--- config.mk ---
export PLATFORM = sky130hd
export DESIGN_NAME = fir_mac_sched
export DESIGN_NICKNAME = d
export VERILOG_FILES = /design/src/rtl/fir_mac_sched.sv
export SDC_FILE = /design/constraint.sdc
export NUM_CORES = 1
export LEC_CHECK = 0
export ABC_AREA = 1
export CORE_AREA = 5 5 158 160
export DETAILED_ROUTE_END_ITERATION = 6
export DIE_AREA = 0 0 163 165
export SYNTH_ARGS = -nofsm -noshare
export SYNTH_HDL_FRONTEND = slang
export SYNTH_SLANG_ARGS = --single-unit
--- constraint.sdc ---
create_clock -name clk -period 8.9 [get_ports clk]
set_input_delay 1.78 -clock clk [delete_from_list [all_inputs] [get_ports clk]]
set_output_delay 1.78 -clock clk [all_outputs]
set_load 0.1 [all_outputs]
--- src/rtl/fir_mac_sched.sv ---
// Time-multiplexed polyphase FIR scheduler: one shared MAC sequences the K taps of
// each of the UP output phases for every accepted symbol.
module fir_mac_sched #(
  parameter int NTAPS = 16,
  parameter int UP    = 4,
  parameter int DW    = 4,
  parameter int CW    = 8,
  parameter int OW    = 16
) (
  input  logic                      clk,
  input  logic                      nrst,
  input  logic                      i_cfg_we,
  input  logic [$clog2(NTAPS)-1:0]  i_cfg_addr,
  input  logic signed [CW-1:0]      i_cfg_data,
  output logic                      o_cfg_busy,
  input  logic                      i_sym_valid,
  input  logic signed [DW-1:0]      i_sym_data,
  output logic                      o_sym_ready,
  output logic                      o_out_valid,
  output logic signed [OW-1:0]      o_out_data,
  input  logic                      i_out_ready
);

  localparam int K   = NTAPS / UP;
  localparam int AW  = $clog2(NTAPS);
  localparam int KW  = (K > 1) ? $clog2(K) : 1;
  localparam int PW  = (UP > 1) ? $clog2(UP) : 1;
  localparam int PRW = DW + CW;
  localparam int ACW = DW + CW + $clog2(K);

  typedef enum logic [1:0] {S_IDLE, S_MAC, S_OUT} state_t;

  state_t                  r_state;
  state_t                  w_state_nxt;
  logic signed [CW-1:0]    r_h    [NTAPS];
  logic signed [DW-1:0]    r_hist [K];
  logic [PW-1:0]           r_p;
  logic [KW-1:0]           r_k;
  logic signed [ACW-1:0]   r_acc;

  logic [AW-1:0]           w_idx;
  logic signed [PRW-1:0]   w_prod;
  logic signed [ACW-1:0]   w_term;
  logic                    w_last_k;
  logic                    w_last_p;
  logic                    w_sym_fire;
  logic                    w_out_fire;

  // Width constraint on OW/ACW guarantees these never lose information.
  function automatic logic signed [ACW-1:0] ext_prod(input logic signed [PRW-1:0] v);
    return ACW'(v);
  endfunction

  function automatic logic signed [OW-1:0] ext_out(input logic signed [ACW-1:0] v);
    return OW'(v);
  endfunction

  assign w_idx      = AW'(r_k) * AW'(UP) + AW'(r_p);
  assign w_prod     = r_h[w_idx] * r_hist[r_k];
  assign w_term     = ext_prod(w_prod);
  assign w_last_k   = (r_k == KW'(K - 1));
  assign w_last_p   = (r_p == PW'(UP - 1));
  assign w_sym_fire = (r_state == S_IDLE) && i_sym_valid;
  assign w_out_fire = (r_state == S_OUT) && i_out_ready;
  assign o_out_data = ext_out(r_acc);

  always_ff @(posedge clk or negedge nrst) begin
    if (!nrst) r_state <= S_IDLE;
    else       r_state <= w_state_nxt;
  end

  always_comb begin
    w_state_nxt = r_state;
    case (r_state)
      S_IDLE:  if (i_sym_valid) w_state_nxt = S_MAC;
      S_MAC:   if (w_last_k)    w_state_nxt = S_OUT;
      S_OUT:   if (i_out_ready) w_state_nxt = w_last_p ? S_IDLE : S_MAC;
      default: w_state_nxt = S_IDLE;
    endcase
  end

  // Handshake outputs depend on registered state only.
  always_comb begin
    o_sym_ready = 1'b0;
    o_cfg_busy  = 1'b1;
    o_out_valid = 1'b0;
    case (r_state)
      S_IDLE: begin
        o_sym_ready = 1'b1;
        o_cfg_busy  = 1'b0;
      end
      S_OUT:   o_out_valid = 1'b1;
      default: ;
    endcase
  end

  always_ff @(posedge clk or negedge nrst) begin
    if (!nrst) begin
      for (int i = 0; i < NTAPS; i++) r_h[i] <= '0;
      for (int i = 0; i < K; i++)     r_hist[i] <= '0;
      r_p   <= '0;
      r_k   <= '0;
      r_acc <= '0;
    end else begin
      if ((r_state == S_IDLE) && i_cfg_we) r_h[i_cfg_addr] <= i_cfg_data;
      if (w_sym_fire) begin
        r_hist[0] <= i_sym_data;
        for (int i = 1; i < K; i++) r_hist[i] <= r_hist[i-1];
        r_p <= '0;
        r_k <= '0;
      end
      if (r_state == S_MAC) begin
        r_acc <= (r_k == '0) ? w_term : r_acc + w_term;
        r_k   <= w_last_k ? '0 : r_k + KW'(1);
      end
      if (w_out_fire && !w_last_p) begin
        r_p <= r_p + PW'(1);
        r_k <= '0;
      end
    end
  end

endmodule

layers.png
Drawn at 2 px/µm. Only two layers are drawn.
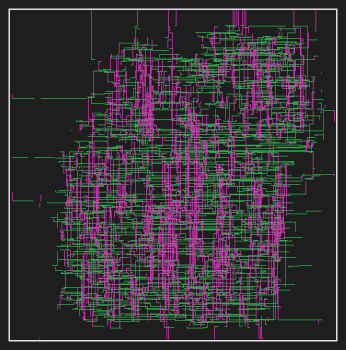
Key: green = M1 [wire length 12000 µm]; magenta = M2 [wire length 10200 µm]

closeup.png
Region (62, 62) to (102, 102) µm. Cells in grey, sequential cells in the stronger grey; small squares are vias.
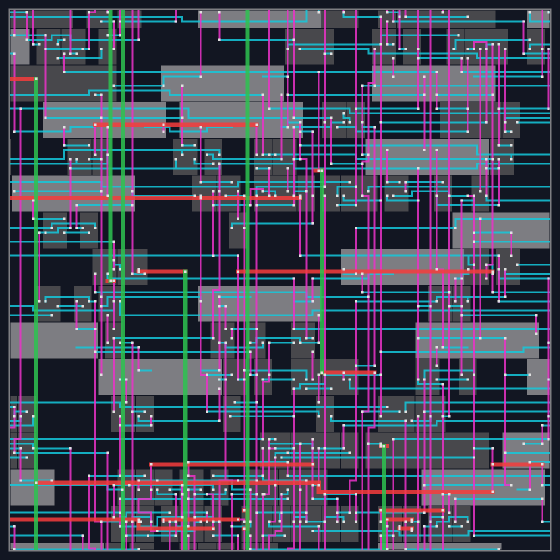
Key: green = M4; cyan = M1; red = M3; magenta = M2
Sequential cells in the window: 13. Most frequent: nand2_1 (23), o21ai_0 (21), dfrtp_1 (13). Netlist names of flops here include r_h (12), r_k (1). 98 logic cells have their middle in the window.

==> reports/metrics.yaml <==
status: "finished clean"
ff_count: 164
synthMuxAreaShare_pct: 0.109
reg_top3: "r_h x128, r_hist x16, r_acc x14"
ctsResizeCount: 0
fin_ws_ns: 2.44
yosys.area.top_type: "dfrtp_1"
final-nonclk-buf-share_pct: 4.16
initCoreUtil_pct: 39.6
hpwl_um: 15900
wl_met2_um: 10200
holdCritStartpoint: "r_h[48]"
grt_pass1_vias: 7145
dieArea_um2: 26900
logic_family: "simple AND/OR/NAND/NOR gates"
critical_path.max_fanout: 38
hold_viol_final: 0
hp-class: "register to register"
top_cell_area_share_pct: 44.5
cts_tree: "done"
post_dp_cell_area_um2: 9730
clock-sinks: 164
syn_inst: 1137
dieWidth_um: 163
crit_buf_inv: 6
drc: 0
compound_area_share_pct: 17.9
grt_pass1_wl_um: 39200
place_inst: 1438
met1_usage_pct: 27.9
cap_viol_max_count: 0
avgSynthCellArea_um2: 8.10
slew_headroom_pct: 32.5
cpPeakStageDelay_ns: 0.52
antenna_cells: 0
pre_cts_ws_ns: 2.50
comb_area_um2: 4460
num_tap_cells: 319
cp-startpoint: "r_p[0]"
mappedNetlistArea_um2: 9220
